$ cat src/rtl/ccr_controller.sv
// Condition code register (Z,N,C) with nested interrupt save/restore.
// Optional macro CCR_BYPASS_EN: ccr_fwd shows the next-edge CCR value.
module ccr_controller #(
  parameter int SAVE_DEPTH = 2,
  parameter int INT_HOLD   = 2
) (
  input  logic        clk,
  input  logic        rst_n,
  input  logic        ex_valid,
  input  logic        stall,
  input  logic [12:0] alu_operation,
  input  logic [15:0] alu_result,
  input  logic [2:0]  alu_flag,
  input  logic        setc,
  input  logic        clrc,
  input  logic        jz_taken,
  input  logic        jn_taken,
  input  logic        jc_taken,
  input  logic        int_req,
  input  logic        rti,
  output logic [2:0]  ccr,
  output logic [2:0]  ccr_fwd,
  output logic        busy,
  output logic [2:0]  save_cnt,
  output logic        err,
  output logic        op_err
);

  localparam int IW = (SAVE_DEPTH > 1) ? $clog2(SAVE_DEPTH) : 1;

  typedef enum logic [1:0] {IDLE, SAVE, HOLD, RESTORE} state_t;

  state_t        r_state, w_state_nxt;
  logic [2:0]    r_ccr, w_ccr_nxt, w_ccr_upd;
  logic [2:0]    r_slot [SAVE_DEPTH];
  logic [2:0]    r_save_cnt, w_cnt_nxt;
  logic [2:0]    r_hold, w_hold_nxt;
  logic          r_pend, w_pend_nxt;
  logic          r_err, w_err_nxt;
  logic          r_op_err;
  logic          w_push, w_exe, w_multi, w_onehot, w_op_err;
  logic [IW-1:0] w_push_idx, w_pop_idx;

  assign w_exe      = ex_valid & ~stall;
  assign w_multi    = |(alu_operation & (alu_operation - 13'd1));
  assign w_onehot   = (|alu_operation) & ~w_multi;
  assign w_op_err   = (setc & clrc) | (w_exe & w_multi);
  assign w_push_idx = r_save_cnt[IW-1:0];
  assign w_pop_idx  = IW'(r_save_cnt - 3'd1);

  // Later assignments override earlier: ALU < jump clear < setc/clrc
  always_comb begin
    w_ccr_upd = r_ccr;
    if (w_exe && w_onehot) begin
      unique case (1'b1)
        alu_operation[7], alu_operation[1],
        alu_operation[3], alu_operation[2]:
          w_ccr_upd = {alu_flag[2], alu_result[15],
                       ~|alu_result};
        alu_operation[6], alu_operation[0],
        alu_operation[9], alu_operation[5],
        alu_operation[4]:
          w_ccr_upd[1:0] = {alu_result[15], ~|alu_result};
        default: ;
      endcase
    end
    if (w_exe) begin
      if (jz_taken) w_ccr_upd[0] = 1'b0;
      if (jn_taken) w_ccr_upd[1] = 1'b0;
      if (jc_taken) w_ccr_upd[2] = 1'b0;
    end
    if (setc && !clrc) w_ccr_upd[2] = 1'b1;
    if (clrc && !setc) w_ccr_upd[2] = 1'b0;
  end

  always_comb begin
    w_state_nxt = r_state;
    w_ccr_nxt   = r_ccr;
    w_cnt_nxt   = r_save_cnt;
    w_hold_nxt  = r_hold;
    w_pend_nxt  = r_pend;
    w_err_nxt   = r_err;
    w_push      = 1'b0;
    unique case (r_state)
      IDLE: begin
        w_ccr_nxt = w_ccr_upd;
        if (r_pend) begin
          w_state_nxt = SAVE;
          w_pend_nxt  = int_req;
        end else if (int_req && rti) begin
          w_state_nxt = RESTORE;
          w_pend_nxt  = 1'b1;
        end else if (int_req) begin
          w_state_nxt = SAVE;
        end else if (rti) begin
          w_state_nxt = RESTORE;
        end
      end
      SAVE: begin
        if (r_save_cnt < 3'(SAVE_DEPTH)) begin
          w_push    = 1'b1;
          w_cnt_nxt = r_save_cnt + 3'd1;
        end else begin
          w_err_nxt = 1'b1;
        end
        if (int_req) w_pend_nxt = 1'b1;
        if (INT_HOLD == 0) begin
          w_state_nxt = IDLE;
        end else begin
          w_state_nxt = HOLD;
          w_hold_nxt  = 3'(INT_HOLD - 1);
        end
      end
      HOLD: begin
        if (int_req) w_pend_nxt = 1'b1;
        if (r_hold == 3'd0) w_state_nxt = IDLE;
        else                w_hold_nxt  = r_hold - 3'd1;
      end
      RESTORE: begin
        if (r_save_cnt != 3'd0) begin
          w_ccr_nxt = r_slot[w_pop_idx];
          w_cnt_nxt = r_save_cnt - 3'd1;
        end else begin
          w_err_nxt = 1'b1;
        end
        if (r_pend || int_req) begin
          w_state_nxt = SAVE;
          w_pend_nxt  = 1'b0;
        end else begin
          w_state_nxt = IDLE;
        end
      end
      default: w_state_nxt = IDLE;
    endcase
  end

  always_ff @(posedge clk or negedge rst_n) begin
    if (!rst_n) begin
      r_state    <= IDLE;
      r_ccr      <= 3'd0;
      r_save_cnt <= 3'd0;
      r_hold     <= 3'd0;
      r_pend     <= 1'b0;
      r_err      <= 1'b0;
      r_op_err   <= 1'b0;
      for (int i = 0; i < SAVE_DEPTH; i++) r_slot[i] <= 3'd0;
    end else begin
      r_state    <= w_state_nxt;
      r_ccr      <= w_ccr_nxt;
      r_save_cnt <= w_cnt_nxt;
      r_hold     <= w_hold_nxt;
      r_pend     <= w_pend_nxt;
      r_err      <= w_err_nxt;
      r_op_err   <= w_op_err;
      if (w_push) r_slot[w_push_idx] <= r_ccr;
    end
  end

  assign ccr      = r_ccr;
  assign busy     = (r_state != IDLE);
  assign save_cnt = r_save_cnt;
  assign err      = r_err;
  assign op_err   = r_op_err;

`ifdef CCR_BYPASS_EN
  assign ccr_fwd = w_ccr_nxt;
`else
  assign ccr_fwd = r_ccr;
`endif

endmodule

$ cat config.mk
export PLATFORM = sky130hd
export DESIGN_NAME = ccr_controller
export DESIGN_NICKNAME = d
export VERILOG_FILES = /design/src/rtl/ccr_controller.sv
export SDC_FILE = /design/constraint.sdc
export NUM_CORES = 1
export LEC_CHECK = 0
export CAP_MARGIN = 10
export CELL_PAD_IN_SITES_DETAIL_PLACEMENT = 1
export CELL_PAD_IN_SITES_GLOBAL_PLACEMENT = 1
export CORE_MARGIN = 3
export CORE_UTILIZATION = 34
export DETAILED_ROUTE_END_ITERATION = 10
export HOLD_SLACK_MARGIN = 0.05
export PLACE_DENSITY_LB_ADDON = 0.08
export SYNTH_ARGS = -nofsm -noshare
export SYNTH_HDL_FRONTEND = slang
export SYNTH_SLANG_ARGS = --single-unit
$ cat constraint.sdc
create_clock -name clk -period 3.25 [get_ports clk]
set_input_delay 0.65 -clock clk [delete_from_list [all_inputs] [get_ports clk]]
set_output_delay 0.65 -clock clk [all_outputs]
set_load 0.005 [all_outputs]
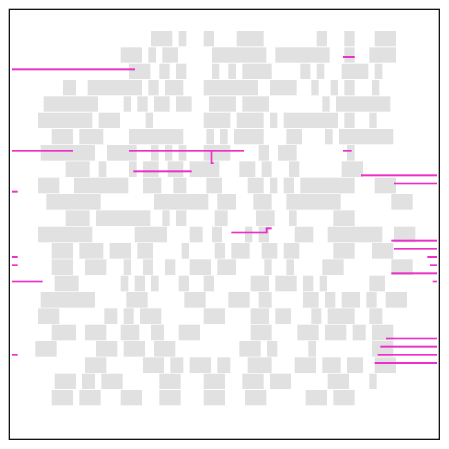
*Signal wires on met3*
Scale: 6 px per um.
- main direction: horizontal
- nets with wire on the layer: 22
via count of the routed design: 1403
routed wire length: 4263 um
global routing met3 resource utilization: 3.787%

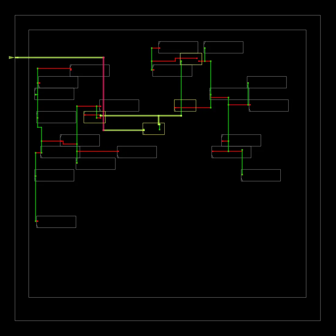
*The clock network*
P_clk: 0.000186 W
number of clock sinks: 20
clock latency of the later-clocked register in the worst-skew pair: 0.25 ns
final setup skew: 0.001997 ns
total of clock buffers placed in the layout: 4

==> flow_metrics.tcl <==
# implementation run metrics
set metrics [dict create \
    instances_no_fill 261 \
    cts_setup_buffers 0 \
    antenna_cells 0 \
    core_util_floorplan_pct 35.86 \
    place_worst_setup_slack_ns 0.5313 \
    critical_path_endpoint_category "register" \
    rr_startpoint "save_cnt[0]" \
    cts_tree "built" \
    grt.met1_usage_pct 21.00 \
    crit_path_end "ccr[0]" \
    critPathMaxFanout 5 \
    sh_seq_area_pct 24.41 \
    cell_resize_tally_after_clock_tree_synthesis 0 \
    synth_nets 215 \
    drcViolationCount 0 \
    clock_area_share_pct 2.685 \
    detail_route.vias_per_cell 5.375 \
    hold_viol 0 \
    worst-r2r-cell-count 7 \
    synth_area_um2 1455 \
    final.signal_inverter_count 12 \
    worst_setup_path_start_kind "primary input" \
    max_reg_flops 6 \
    p_seq_share_pct 33.0 \
    ios 55 \
    crit_path_start "alu_operation[1]" \
    period_needed_ns 2.456 \
    status "finished, final reports clean" \
    post-place-cells 257 \
    core_area_um2 4058 \
    warning_count 34 \
    power_combinational_w 0.000682 \
    ff2ff_setup_slack_ns 1.15 \
    critical_path_slowest_stage_cell "sky130_fd_sc_hd__or4_4" \
    cell_depth_of_the_worst_setup_path 6 \
    die-height_um 71.42 \
    edff_count_synth 0 \
    hpwlAfterDp_um 3448 \
    initial_antenna_violation_count 0 \
    detail_route.wirelength.met1_um 1879 \
    ff_latch_area_um2 500.5 \
    drt_antenna_net_count 0 \
    globalRoute.busiestLayer "met2" \
    ys_sh_aoi_pct 21.24 \
    fin_crit_sh_pct 75.58 \
    yosysSeqAreaShare_pct 34.39 \
    vdd_drop_max_mv 0.3839 \
    nFillCells 470 \
    top_layout_cells "sky130_fd_sc_hd__clkdlybuf4s50_1, sky130_fd_sc_hd__dfrtp_1, sky130_fd_sc_hd__nor2_1, sky130_fd_sc_hd__a21oi_1, sky130_fd_sc_hd__inv_1" \
    worstHoldStart "err" \
    yosys-mux-area-fraction_pct 9.114 \
    synth.yosys.num_cells 163 \
    p_sw_w 0.0005096 \
    worstReg2RegEnd "ccr[2]" \
    h-tree-depth 1 \
    asyncSetResetFlopFracSynth_pct 100.0 \
    globalplace.congestion 0.8677 \
    fin_util_pct 50.54 \
    met3_length_um 158 \
    hold_path.class "register to register" \
    power_w 0.001296 \
    yosys_register_bits 20 \
    design.seq.count 20 \
    slew_violations 0 \
    cts-root-buf "sky130_fd_sc_hd__clkbuf_8" \
    slew-limit-headroom_pct 36.63 \
    max_freq_mhz 407.1 \
    grt_start_max_net_pins 21 \
]
Power and IR drop assume default switching activity.
